**src/rtl/keypad_pkg.sv**
```systemverilog
// Shared definitions for the 4x4 matrix keypad.
// Contents: matrix geometry, the key code type, the (row,col) -> key code
// mapping used by both the scanner and the keypad decode logic, and the press
// FSM state type.
package keypad_pkg;

  localparam int KEY_ROWS = 4;
  localparam int KEY_COLS = 4;
  localparam int KEY_NUM  = KEY_ROWS * KEY_COLS;

  typedef logic [3:0] key_code_t;

  typedef enum logic {
    IDLE = 1'b0,
    HELD = 1'b1
  } press_state_t;

  // Physical keypad legend: digits 1..9 in the 3x3 block, 0 below 8,
  // A..D down the right column, E and F either side of 0.
  function automatic key_code_t key_code_of(input logic [1:0] row, input logic [1:0] col);
    key_code_t code;
    case ({row, col})
      4'h0:    code = 4'd1;
      4'h1:    code = 4'd2;
      4'h2:    code = 4'd3;
      4'h3:    code = 4'd10;
      4'h4:    code = 4'd4;
      4'h5:    code = 4'd5;
      4'h6:    code = 4'd6;
      4'h7:    code = 4'd11;
      4'h8:    code = 4'd7;
      4'h9:    code = 4'd8;
      4'hA:    code = 4'd9;
      4'hB:    code = 4'd12;
      4'hC:    code = 4'd14;
      4'hD:    code = 4'd0;
      4'hE:    code = 4'd15;
      4'hF:    code = 4'd13;
      default: code = 4'd0;
    endcase
    return code;
  endfunction

endpackage

```
**src/rtl/keypad_debounce.sv**
```systemverilog
// Whole-matrix debouncer.
// A scanned frame is accepted into the key vector only after DEBOUNCE_SCANS
// consecutive identical frames.
// Ports:
//   clk, rst      clock, asynchronous active-high reset
//   frame_end_i   one-cycle pulse: frame_i holds a complete frame
//   frame_i       scanned frame, bit k = key code k pressed
//   keys_o        debounced key vector
//   keys_upd_o    one-cycle pulse the cycle after keys_o was (re)loaded
module keypad_debounce
  import keypad_pkg::*;
#(
  parameter int DEBOUNCE_SCANS = 8
) (
  input  logic               clk,
  input  logic               rst,
  input  logic               frame_end_i,
  input  logic [KEY_NUM-1:0] frame_i,
  output logic [KEY_NUM-1:0] keys_o,
  output logic               keys_upd_o
);

  localparam int SW = $clog2(DEBOUNCE_SCANS + 1);
  localparam logic [SW-1:0] STABLE_MAX = SW'(DEBOUNCE_SCANS);

  logic [KEY_NUM-1:0] prev_q;
  logic [KEY_NUM-1:0] keys_q;
  logic [SW-1:0]      stable_q;
  logic [SW-1:0]      stable_d;
  logic               upd_q;

  // A differing frame restarts the run at one: it is the first of a new run.
  always_comb begin
    stable_d = stable_q;
    if (frame_i == prev_q) begin
      stable_d = (stable_q == STABLE_MAX) ? STABLE_MAX : stable_q + SW'(1);
    end else begin
      stable_d = SW'(1);
    end
  end

  always_ff @(posedge clk or posedge rst) begin
    if (rst) begin
      prev_q   <= '0;
      keys_q   <= '0;
      stable_q <= '0;
      upd_q    <= 1'b0;
    end else begin
      upd_q <= 1'b0;
      if (frame_end_i) begin
        stable_q <= stable_d;
        prev_q   <= frame_i;
        // Reload on every stable frame, including while saturated.
        if (stable_d == STABLE_MAX) begin
          keys_q <= frame_i;
          upd_q  <= 1'b1;
        end
      end
    end
  end

  assign keys_o     = keys_q;
  assign keys_upd_o = upd_q;

endmodule

```
**src/rtl/keypad_scanner.sv**
```systemverilog
// Active 4x4 keypad scanner.
// Drives one row low at a time, samples the columns, debounces complete
// frames and reports one event per debounced single-key press.
// Ports:
//   clk        system clock
//   rst        asynchronous active-high reset
//   row_n      row drive, active-low, exactly one row low
//   col_n      column sense, active-low, asynchronous to clk
//   keys       debounced key vector, bit k = key code k pressed
//   key_code   code of the last accepted press
//   key_valid  one-cycle strobe accompanying a new key_code
//   key_held   high while the accepted press is still down
module keypad_scanner
  import keypad_pkg::*;
#(
  parameter int SCAN_DIV       = 1000,
  parameter int DEBOUNCE_SCANS = 8
) (
  input  logic        clk,
  input  logic        rst,
  output logic [3:0]  row_n,
  input  logic [3:0]  col_n,
  output logic [15:0] keys,
  output logic [3:0]  key_code,
  output logic        key_valid,
  output logic        key_held
);

  localparam int DW = $clog2(SCAN_DIV);
  localparam logic [DW-1:0] DWELL_LAST = DW'(SCAN_DIV - 1);

  logic [3:0]         col_s1_q;
  logic [3:0]         col_s2_q;
  logic [DW-1:0]      dwell_q;
  logic [1:0]         row_q;
  logic [3:0]         row_n_q;
  logic [KEY_NUM-1:0] frame_q;
  logic [KEY_NUM-1:0] frame_d;
  logic               frame_end_q;
  logic               last_dwell;

  logic [KEY_NUM-1:0] keys_w;
  logic               keys_upd;

  press_state_t       state_q;
  press_state_t       state_d;
  key_code_t          code_q;
  key_code_t          code_d;
  key_code_t          hot_idx;
  logic               valid_q;
  logic               valid_d;
  logic               held_q;
  logic               held_d;

  // ---- Stage: column synchroniser ----
  always_ff @(posedge clk or posedge rst) begin
    if (rst) begin
      col_s1_q <= 4'hF;
      col_s2_q <= 4'hF;
    end else begin
      col_s1_q <= col_n;
      col_s2_q <= col_s1_q;
    end
  end

  // ---- Stage: row scan and frame capture ----
  // The row has been driven for SCAN_DIV-1 cycles by the last dwell cycle,
  // so the two-flop delayed columns belong to the current row.
  always_comb begin
    last_dwell = (dwell_q == DWELL_LAST);
    frame_d    = frame_q;
    if (last_dwell) begin
      for (int c = 0; c < KEY_COLS; c++) begin
        frame_d[key_code_of(row_q, 2'(c))] = ~col_s2_q[c];
      end
    end
  end

  always_ff @(posedge clk or posedge rst) begin
    if (rst) begin
      dwell_q     <= '0;
      row_q       <= 2'd0;
      row_n_q     <= 4'b1110;
      frame_q     <= '0;
      frame_end_q <= 1'b0;
    end else begin
      dwell_q     <= last_dwell ? '0 : dwell_q + DW'(1);
      frame_q     <= frame_d;
      frame_end_q <= last_dwell && (row_q == 2'd3);
      if (last_dwell) begin
        row_q   <= row_q + 2'd1;
        row_n_q <= {row_n_q[2:0], row_n_q[3]};
      end
    end
  end

  // ---- Stage: debounce ----
  keypad_debounce #(
    .DEBOUNCE_SCANS(DEBOUNCE_SCANS)
  ) u_debounce (
    .clk        (clk),
    .rst        (rst),
    .frame_end_i(frame_end_q),
    .frame_i    (frame_q),
    .keys_o     (keys_w),
    .keys_upd_o (keys_upd)
  );

  // ---- Stage: press FSM ----
  always_comb begin
    hot_idx = '0;
    for (int k = 0; k < KEY_NUM; k++) begin
      if (keys_w[k]) hot_idx = 4'(k);
    end
  end

  always_ff @(posedge clk or posedge rst) begin
    if (rst) state_q <= IDLE;
    else     state_q <= state_d;
  end

  // Only a lone key starts a press; chords and ghosts are ignored until the
  // matrix is fully released.
  always_comb begin
    state_d = state_q;
    if (keys_upd) begin
      case (state_q)
        IDLE:    if ($onehot(keys_w)) state_d = HELD;
        HELD:    if (keys_w == '0)    state_d = IDLE;
        default: state_d = IDLE;
      endcase
    end
  end

  always_comb begin
    valid_d = 1'b0;
    code_d  = code_q;
    held_d  = (state_d == HELD);
    if ((state_q == IDLE) && (state_d == HELD)) begin
      valid_d = 1'b1;
      code_d  = hot_idx;
    end
  end

  always_ff @(posedge clk or posedge rst) begin
    if (rst) begin
      valid_q <= 1'b0;
      code_q  <= '0;
      held_q  <= 1'b0;
    end else begin
      valid_q <= valid_d;
      code_q  <= code_d;
      held_q  <= held_d;
    end
  end

  assign row_n     = row_n_q;
  assign keys      = keys_w;
  assign key_code  = code_q;
  assign key_valid = valid_q;
  assign key_held  = held_q;

endmodule

```
**config.mk**
```make
export PLATFORM = sky130hd
export DESIGN_NAME = keypad_scanner
export DESIGN_NICKNAME = d
export VERILOG_FILES = /design/src/rtl/keypad_pkg.sv /design/src/rtl/keypad_debounce.sv /design/src/rtl/keypad_scanner.sv
export SDC_FILE = /design/constraint.sdc
export NUM_CORES = 1
export LEC_CHECK = 0
export CAP_MARGIN = 20
export CORE_MARGIN = 2
export CORE_UTILIZATION = 50
export CTS_CLUSTER_SIZE = 20
export DETAILED_ROUTE_END_ITERATION = 10
export PLACE_DENSITY_LB_ADDON = 0.12
export SLEW_MARGIN = 0
export SYNTH_ARGS = -nofsm -noshare
export SYNTH_HDL_FRONTEND = slang
export SYNTH_HIERARCHICAL = 1
export SYNTH_SLANG_ARGS = --single-unit
```
**constraint.sdc**
```tcl
create_clock -name clk -period 6.5 [get_ports clk]
set_input_delay 1.625 -clock clk [delete_from_list [all_inputs] [get_ports clk]]
set_output_delay 1.625 -clock clk [all_outputs]
set_load 0.05 [all_outputs]
```
Fig. 1: run 1, routed clock nets over the placement
The bar under the picture is 20 um long.
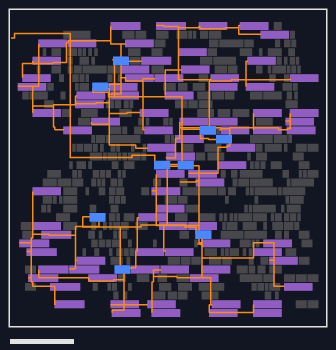
flip-flops -> purple  # count 84
clock wires -> orange  # length 1060 um
cells driving clock nets -> blue  # count 9
flops lie = all over the die
routed clock nets = 10
maximum clock skew at final layout: 12.67 ps
clk_lat worst skew: 350 ps
fraction of power consumed by the clock network: 39.6%

Fig. 2: run 1, placement by cell class
The bar under the picture is 20 um long.
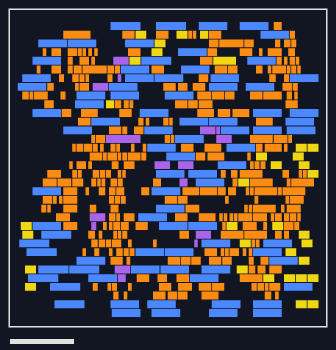
flip-flops -> blue  # cells 84
other buffers and delay cells -> yellow  # cells 34
all other logic -> orange  # cells 300
clock drivers and dummy loads -> purple  # cells 16
area of the core region: 8721 um2
share of the core filled with cells: 58.31%

Fig. 3: run 1, signal wires on met2
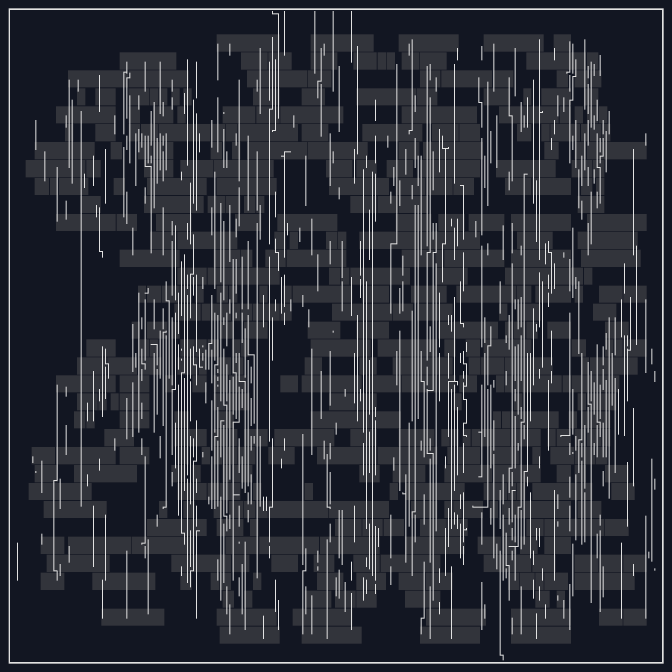
longest straight run = 61.2 um
nets with wire on the layer = 381
via count: 2895
overall routed net length: 8.810 mm
met2 usage in global routing: 34.20%

==> notes.md, run 1 <==
The design draws 0.0009068 W. The number of maximum-capacitance violations recorded for the run is 0. In this run the critical path is formed by inv_1 > fa_1 > inv_1 > fa_1 > fa_1 > inv_1 > fa_1 > inv_1 > ha_1 > fa_1 > or2_2 > a21oi_2 > mux2_2.

The last timing report of the flow puts the setup violation total at 0. The run gives 0 for the aggregate global routing overflow. The timing report shows the most common cell along the critical path to be sky130_fd_sc_hd__fa_1. The script computed a power per unit cell area of 178.3 nW/um2. The run finished with clean final reports. The post-route DRC violation count was 0; the final-layout fill cell count was 728. Per the timing report, the most critical flop-to-flop path finishes at key_code[3]. Hold repair after CTS inserted 0 buffers. Sequential cells consume a total of 0.000530 W. The simple-gate area share of the yosys netlist was 13.52%; the number of pins with negative max-slew slack in the final report was 0. The run gives 9 for the maximum net fanout on the critical path. With the number of antenna cells inserted at 0, the clock network power consumption is 0.000359 W.

The power share of the sequential group is 58.4%, and the final estimated routing congestion in global placement is 0.9090. The count of buffers from port buffering is 31, and the number of gates given a new drive strength after cts is 0. Once layout is done, the placed cells without fillers occupy 5085 um2. The commonest register cell is sky130_fd_sc_hd__dfrtp_1. In the final layout, clock buffers and inverters account for 3.642% of the cell area. The XOR/XNOR share of the synthesized area works out to 4.673%. The commonest cells after synthesis are sky130_fd_sc_hd__dfrtp_1 (73), sky130_fd_sc_hd__inv_1 (34), sky130_fd_sc_hd__mux2_2 (33), sky130_fd_sc_hd__nand2_1 (29), sky130_fd_sc_hd__o21ai_0 (28). The area fraction in mux cells came out at 12.38%. The worst hold path passes through 0 cells. Looking at the group totals, the largest power group turns out to be registers. The tools report the maximum number of buffers from clock root to sink as 2. Violation tally from detailed-route iteration zero: 102. The kind of capture point of the worst setup path was a flop. Setup repair after global routing left no endpoint under its margin.

The run gives 395 for the instance count of the mapped netlist. The run gives 2129 ps for the final worst slack. The main logic family after synthesis was simple AND/OR/NAND/NOR gates. The main area contributors are sky130_fd_sc_hd__dfrtp_1 (41%), sky130_fd_sc_hd__mux2_2 (8.3%), sky130_fd_sc_hd__dfstp_2 (6.4%). The net switching power figure was 0.0001965 W; the number of nets in the synthesized netlist was 428.

The critical path is of the flop to flop type. For the finished layout, the period the worst path requires is 4371 ps. The critical path crosses 13 cells after its start point. With the largest stage delay on the critical path at 520 ps, the met3 demand-to-capacity share in global routing is 4.043%. The run gives 6.599 mm for the placed wire-length estimate. Counting flops with an async set or reset pin after synthesis yields a share of 100.0%.

The run gives 2127 ps for the worst-case setup slack after placement. The share of total power dissipated in combinational logic is 2.0%. Counting flops with a built-in enable in the synthesized netlist gives 0.

The timing report notes that buffer and inverter cells on the critical path total 4. With the share of layout cells above drive strength 1 at 19.35%, the maximum operating frequency is 0.2288 GHz. The worst-case register-to-register setup slack is 2130 ps. For the worst reg-to-reg path, the startpoint reported by OpenROAD is u_debounce/keys_o[7]. STA puts the critical path data arrival time at 4610 ps.

STA reports the tightest min-delay check as being of type flop to flop. 32 I/O pins were placed. Looking at hold timing, the worst path starts from col_s1_q[2].

The top cell type in the final layout, fill and taps aside, is sky130_fd_sc_hd__dfrtp_1. The post-route report lists met1 wire length as 3.889 mm. Cell internal power was estimated by the tool at 0.0007104 W.

STA puts the critical path data required time at 6740 ps. In this run the VDD rail shows a maximum IR drop of 118.6 uV. After the last flow step, the layout net total stands at 462. The CTS log lists the clock sinks for this run as 84. Combinational power for this build is 0.0000179 W.

The detailed-route wire length per cell works out to 16.25 um. The number of ordinary inverters in the final layout was 34. Per the OpenROAD floorplan log, the width of the die is 98.85 um. Summing all multi-input logic gate instances after layout gives 2176 um2.

Detailed routing placed a total of 290 um of wire on met3. The register fraction of the total cell area is 41.61%, and the met1 track demand over resource in global routing is 24.52%. With the number of warnings printed during yosys synthesis at 6, the sequential cell area fraction in the yosys report is 47.04%.

The effective utilization at floorplan is 51.58%. The run gives 356.8 ps as the hold slack. Dividing the final minimum period by the clock period gives 67.25%. According to the tapcell log, the count of inserted taps is 108. The first global-routing pass estimated 15.01 mm of wire. The via density per instance was 5.341. The number of warnings the tools reported was 35.

In the layout the commonest cells are sky130_fd_sc_hd__dfrtp_1 (73), sky130_fd_sc_hd__mux2_2 (33), sky130_fd_sc_hd__inv_1 (33). Per STA, the worst path accumulates the most delay in the family adder cells. The pin count of the biggest net entering global routing is 48. Per the OpenROAD floorplan log, the height of the die is 98.85 um.

Per the synthesis report, the AND-OR/OR-AND share of the synthesized area is 8.623%. The number of ordinary and repair buffers in the finished layout came out at 34.
## run 1: worst reg2reg max path, cell delays in order (launching register included)
cell and delay [ps]:
sky130_fd_sc_hd__dfrtp_1 450, sky130_fd_sc_hd__inv_1 90, sky130_fd_sc_hd__fa_1 520, sky130_fd_sc_hd__inv_1 50, sky130_fd_sc_hd__fa_1 450, sky130_fd_sc_hd__fa_1 510, sky130_fd_sc_hd__inv_1 50, sky130_fd_sc_hd__fa_1 480
sky130_fd_sc_hd__inv_1 50, sky130_fd_sc_hd__ha_1 200, sky130_fd_sc_hd__fa_1 380, sky130_fd_sc_hd__or2_2 290, sky130_fd_sc_hd__a21oi_2 350, sky130_fd_sc_hd__mux2_2 390
Fig. 4: run 1, gate families picked out
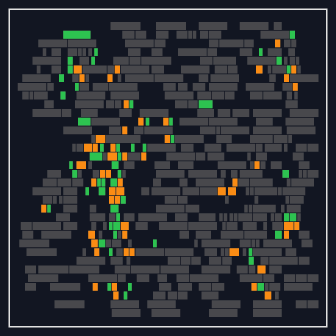

==> run 1 -> run 2 <==
- clock period: 6.5 -> 3.9 ns (I/O delays scaled with it)
Fig. 5: run 2, gate families picked out
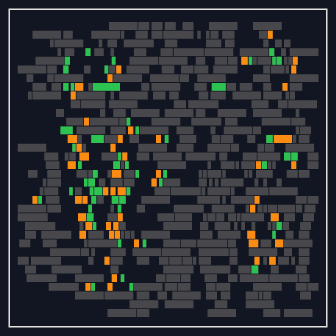
NAND gates -> green  # cells 53, most used nand2_1
inverting AOI/OAI gates -> orange  # cells 52, most used o21ai_0
Final Non-Filler Cells: 559
leading cell type in the layout, fill and taps excluded: sky130_fd_sc_hd__dfrtp_1

Fig. 6: run 2, cell placement
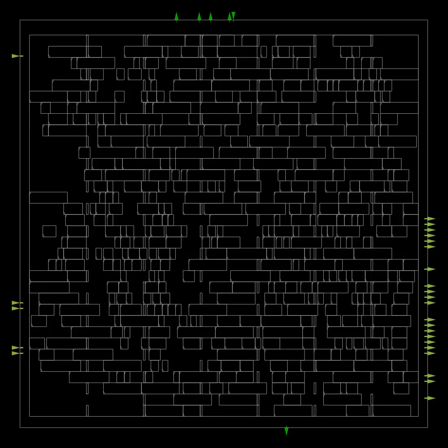
Fillers: 744
share of the core filled with cells: 59.81%
number of tap instances: 108
Seq Cell Count: 84

Fig. 7: run 2, signal wires on met2
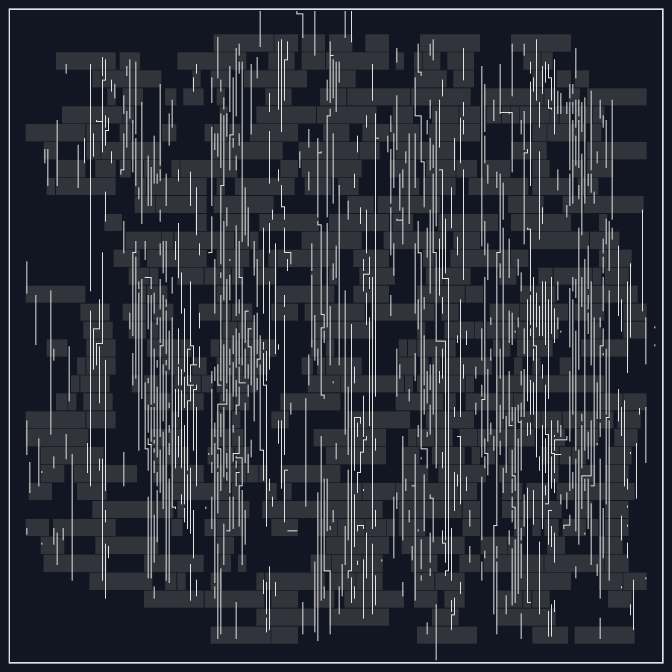
share of all routed wire = 50%
wire length on this layer = 4600 um
main direction = vertical
via count: 3062
met2 usage in global routing: 33.99%
overall routed net length: 9.179 mm

==> run 2 against run 1 <==
The flow now finishes with violations (setup timing); global-route usage grew 1.0 points; cell count grew 3.1%; sequential cell count is the same; worst setup slack lost 2300 ps; clock-buffer cell count shrank 1; combinational power grew 69%; critical endpoint unchanged.
==> notes.md, run 2 <==
In this run, synthesis inferred 0 flip-flops with an integrated enable. Internal power comes to 0.001117 W. Of the total power, registers draw 60.6%. The placed wire-length estimate was 6.692 mm. Detailed-route iteration 0 reported a violation count of 133. Summed over all layers, the global routing overflow is 0.

The worst-case register-to-register setup slack was -200 ps; the effective utilization at floorplan was 51.58%. The final report gives the standard cell area, fillers excluded, as 5216 um2. For the clock group, total power comes out at 0.000544 W. Max-slew check failures listed in the final report amount to 0. The run gives 360 ps as the insertion delay at the late pin of the worst-skew pair. The total power density per cell area is 279.3 nW/um2, and the horizontal extent of the die is 98.85 um. RePlAce ended its routability-driven mode at a weighted congestion of 0.8793.

The number of gates resized after CTS was 0. Along the worst path, the maximum fanout reaches 6. The placement report lists the number of port buffers as 31.

Prior to clock tree synthesis, the placed netlist has a worst setup slack of -204.2 ps. Number of clock sinks seen by CTS: 84. Startpoint type of the worst setup path: a flop.

Across all stage logs, warnings added up to 38. The synthesis report lists the most area-consuming cells as sky130_fd_sc_hd__dfrtp_1 (41%), sky130_fd_sc_hd__mux2_2 (8.3%), sky130_fd_sc_hd__dfstp_2 (6.4%). With the detailed-route wire length per cell at 16.42 um, the number of nets in the synthesized netlist is 428. After synthesis, the largest family of logic cells by area is simple AND/OR/NAND/NOR gates.

The number of antenna violations at the first check in global routing came out at 0. The critical path goes through fa_1 > inv_1 > fa_1 > inv_1 > fa_1 > inv_1 > fa_1 > inv_1 > ha_2 > fa_1 > nor2_1 > nand4_1 > a21oi_4 > mux2_4. The run gives 8.623% for the area share of and-or/or-and cells after synthesis. The synthesis report names the predominant flop master as sky130_fd_sc_hd__dfrtp_1. The run gives 27.59% as the met1 track demand over resource in global routing. The group that draws the most power in this run is registers. The post-route DRC violation count was 0; the critical path buffer and inverter count was 4. In the layout the commonest cells are sky130_fd_sc_hd__dfrtp_1 (64), sky130_fd_sc_hd__mux2_2 (32), sky130_fd_sc_hd__inv_1 (31), sky130_fd_sc_hd__clkdlybuf4s50_1 (31), sky130_fd_sc_hd__nand2_1 (29).

Largest stage delay on the critical path: 530 ps. The count of max-cap constraint violations was 0; the share of layout cells above drive strength 1 was 25.28%. The logs give 0.000883 W for the power consumed by sequential cells and 353.2 ps for the hold slack.

Looking at hold timing, the worst path starts from col_s1_q[1]. Combinational cells account for 2.1% of the total power. The final reports fail on setup timing. The overall power of the completed layout is 0.001457 W. In this run, the clock network consumes 37.3% of the power. In the per-layer breakdown of the detailed-route log, met1 shows 4.147 mm.

For the standard cell core area, the log shows 8721 um2. For reference, simple AND, OR, NAND and NOR cells occupy 13.52% of the area reported after synthesis. The worst VDD IR drop from the latest analysis is 140.0 uV.

With the pin count of the biggest net entering global routing at 48, the number of antenna cells inserted is 0. The tools report the endpoint of the most critical register-to-register path as key_code[3]. The run gives 0.2441 GHz for the maximum operating frequency. The run finished, with violations left.

The number of ports placed on the die boundary is 32, and the critical path depth is 14. The tools report the wire length of the first global-routing pass as 15.68 mm. The required time at the worst endpoint is listed as 4140 ps. On the critical path the largest part of the delay comes from adder cells. The critical path is of the flop to flop type.

The tools report the final worst slack as -196.7 ps. The final critical-path share of the clock period came out at 105.0%. The switching component of the power was reported as 0.0003405 W. Data arrives at the worst endpoint at 4340 ps. Warnings reported by Yosys during synthesis add up to 6.

Per the detail_route log, met3 wirelength is 306 um. The run gives 4 for the number of setup violations in the final report. The synthesized instance count is 395. According to the floorplan report, the die height is 98.85 um. The global routing report lists met3 layer usage as 3.191%.
run 2: layout make-up:
| cell class | instances | area (um2) | area share (%) |
|---|---|---|---|
| Sequential cell | 84 | 2127 | 40.78 |
| Clock inverter | 5 | 30.03 | 0.5757 |
| Tap cell | 108 | 135.1 | 2.591 |
| Inverter | 34 | 127.6 | 2.447 |
| Timing Repair Buffer | 51 | 473.0 | 9.067 |
| Clock buffer | 11 | 131.4 | 2.519 |
| Multi-Input combinational cell | 266 | 2192 | 42.02 |
run 2: repair_timing:
item                                    4_1_cts  5_1_grt
endpoints found under the setup margin        5        6
endpoints found under the hold margin         0        0
gates cloned                                  0        0
pin swaps                                     3        3
Fig. 8: run 2, routed clock nets over the placement
The bar under the picture is 20 um long.
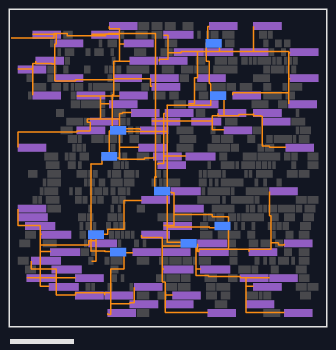

==> run 2 -> run 3 <==
- CORE_UTILIZATION: 50 -> 45
- clock period: 3.9 -> 4.5 ns (I/O delays scaled with it)
Fig. 9: run 3, routed clock nets over the placement
The bar under the picture is 20 um long.
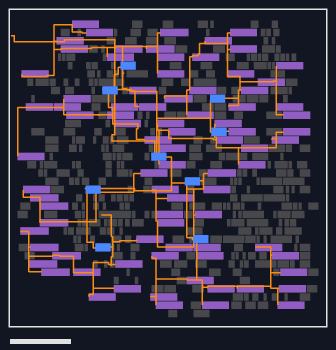
cells driving clock nets -> blue  # count 9
flip-flops -> purple  # count 84
clock wires -> orange  # length 1030 um
flops lie = all over the die
maximum clock skew at final layout: 11.44 ps
fraction of power consumed by the clock network: 40.2%

Fig. 10: run 3, placement by cell class
The bar under the picture is 20 um long.
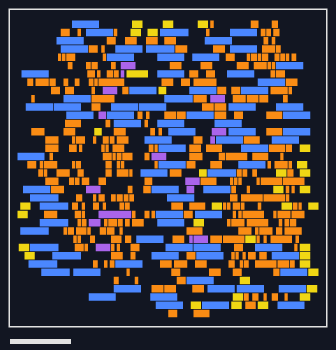
flip-flops -> blue  # cells 84
other buffers and delay cells -> yellow  # cells 35
all other logic -> orange  # cells 300
clock drivers and dummy loads -> purple  # cells 16
post-layout instance area: 5140 um2
Seq/total area: 41.19%
std cell rows: 36
share of the core filled with cells: 52.83%
area of the core region: 9729 um2

Fig. 11: run 3, signal wires on met2
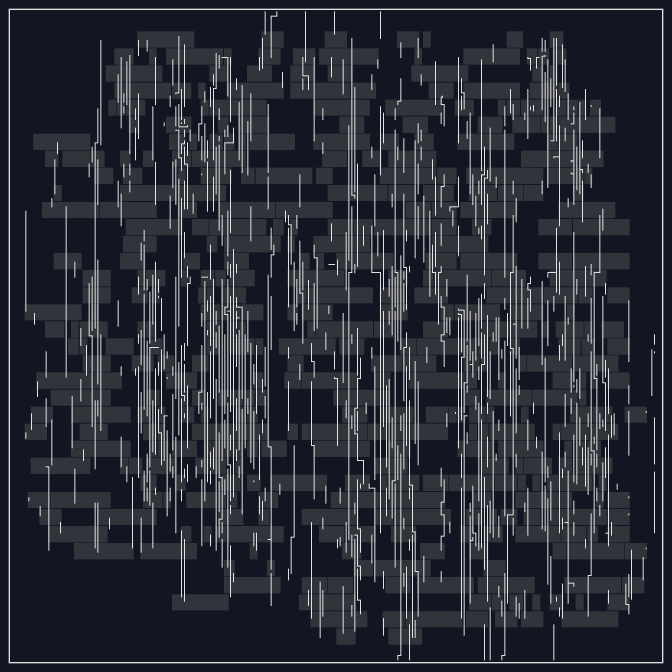
wire length on this layer = 4460 um
longest straight run = 42.5 um
overall routed net length: 8.971 mm
via count: 2951
met2 usage in global routing: 30.12%

==> run 3 against run 2 <==
The run now ends clean; clock power shrank 2%; clock-buffer cell count is the same; routed wire length shrank 2.3%; cell count grew 1.6%.
==> notes.md, run 3 <==
The worst path needs 4281 ps of the cycle, external delays included. The via density per instance is 5.195, and the number of ports placed on the die boundary is 32. Excluding fillers, the count of instances in the completed layout stands at 568. The worst hold path was traced through 0 stages.

The wire-length estimate of the detail-placed layout is 6.676 mm. In the final routing, the length of wire on met1 measures 4.082 mm. met3 track demand over resource after global routing is 3.195%. Combinational cell fraction of total power: 2.0%. The number of warnings reported in the stage logs is 35. Once the clock tree was built, the resizer swapped 0 gates to a different size.

The synthesized netlist handed to floorplanning was reported with a cell count of 395. All stages included, the depth of the critical timing path comes to 13. The design draws 0.001322 W. The data arrival at the endpoint of the critical path is 4530 ps, and the net count of the finished layout is 463. The tools report the number of warnings printed during yosys synthesis as 6. The number of flops mapped to enable cells by yosys was 0.

Yosys reports that the most numerous cell types are sky130_fd_sc_hd__dfrtp_1 (73), sky130_fd_sc_hd__inv_1 (34), sky130_fd_sc_hd__mux2_2 (33), sky130_fd_sc_hd__nand2_1 (29), sky130_fd_sc_hd__o21ai_0 (28). The number of nets in the synthesized netlist is 428, and the number of setup violations in the final report is 0. Power attributed to combinational cells is 0.0000258 W. Summed over all layers, the global routing overflow is 0. The violation tally from detailed-route iteration zero is 114.

STA on the placed design reports a worst setup slack of 138.7 ps. Per the timing report, the most critical flop-to-flop path finishes at key_code[3]. The run gives 100.0% for the proportion of register bits with asynchronous set or reset after synthesis. Detailed-route wire length per cell: 15.79 um. Per the post-run analysis, buffers plus inverters along the critical path come to 4. In the post-synthesis netlist, the biggest area contributors are sky130_fd_sc_hd__dfrtp_1 (41%), sky130_fd_sc_hd__mux2_2 (8.3%), sky130_fd_sc_hd__dfstp_2 (6.4%). The pin count of the biggest net entering global routing was 48; the number of clock sinks seen by CTS was 84.

The final timing report lists a max-slew violation count of 0. The first global-routing pass estimated 15.64 mm of wire. The run gives 46.23% as the effective utilization at floorplan.

The DRC violation total left in the routed layout is recorded as 0. The launch point of the worst reg-to-reg path was u_debounce/keys_o[7]. The flow ran to the end, and the final reports show no timing, DRC or antenna violations.

For reference, the critical path cell chain is inv_1 > fa_1 > inv_1 > fa_1 > fa_1 > inv_1 > fa_1 > inv_1 > ha_1 > fa_1 > or2_2 > a21oi_4 > mux2_2. Port buffering added 31 buffers. Category of cells accounting for the largest share of critical-path delay: adder cells. The horizontal extent of the die works out to 104.0 um. Primary flip-flop cell chosen by synthesis mapping: sky130_fd_sc_hd__dfrtp_1.
-- run 3: netlist changes by cell type in the layout (fill, tap and decap cells not counted), sizes merged --
cell / previous run / this run
clkinv: 3 / 1
inv: 34 / 35
bufinv: 0 / 1
buf: 20 / 4
-- run 3: cells by family after synthesis --
logic type                 synth area share (%)
buffers and inverters                     4.590
and+or+nand+nor                           13.52
DFF                                       47.04
muxes                                     12.38
AOI/OAI and AO/OA                         8.623
xor gates and xnor gates                  4.673
adders and majority gates                 9.179
-- run 3: final cells by class --
cell class / count / area (um2)
Multi-Input combinational cell: 266 / 2183
Inverter: 34 / 127.6
Sequential cell: 84 / 2117
Timing Repair Buffer: 35 / 352.8
Clock buffer: 11 / 131.4
Fill cell: 910 / 4589
Tap cell: 133 / 166.4
Clock inverter: 5 / 61.31
No activity file was given, so power comes from the tool's default toggle rates.
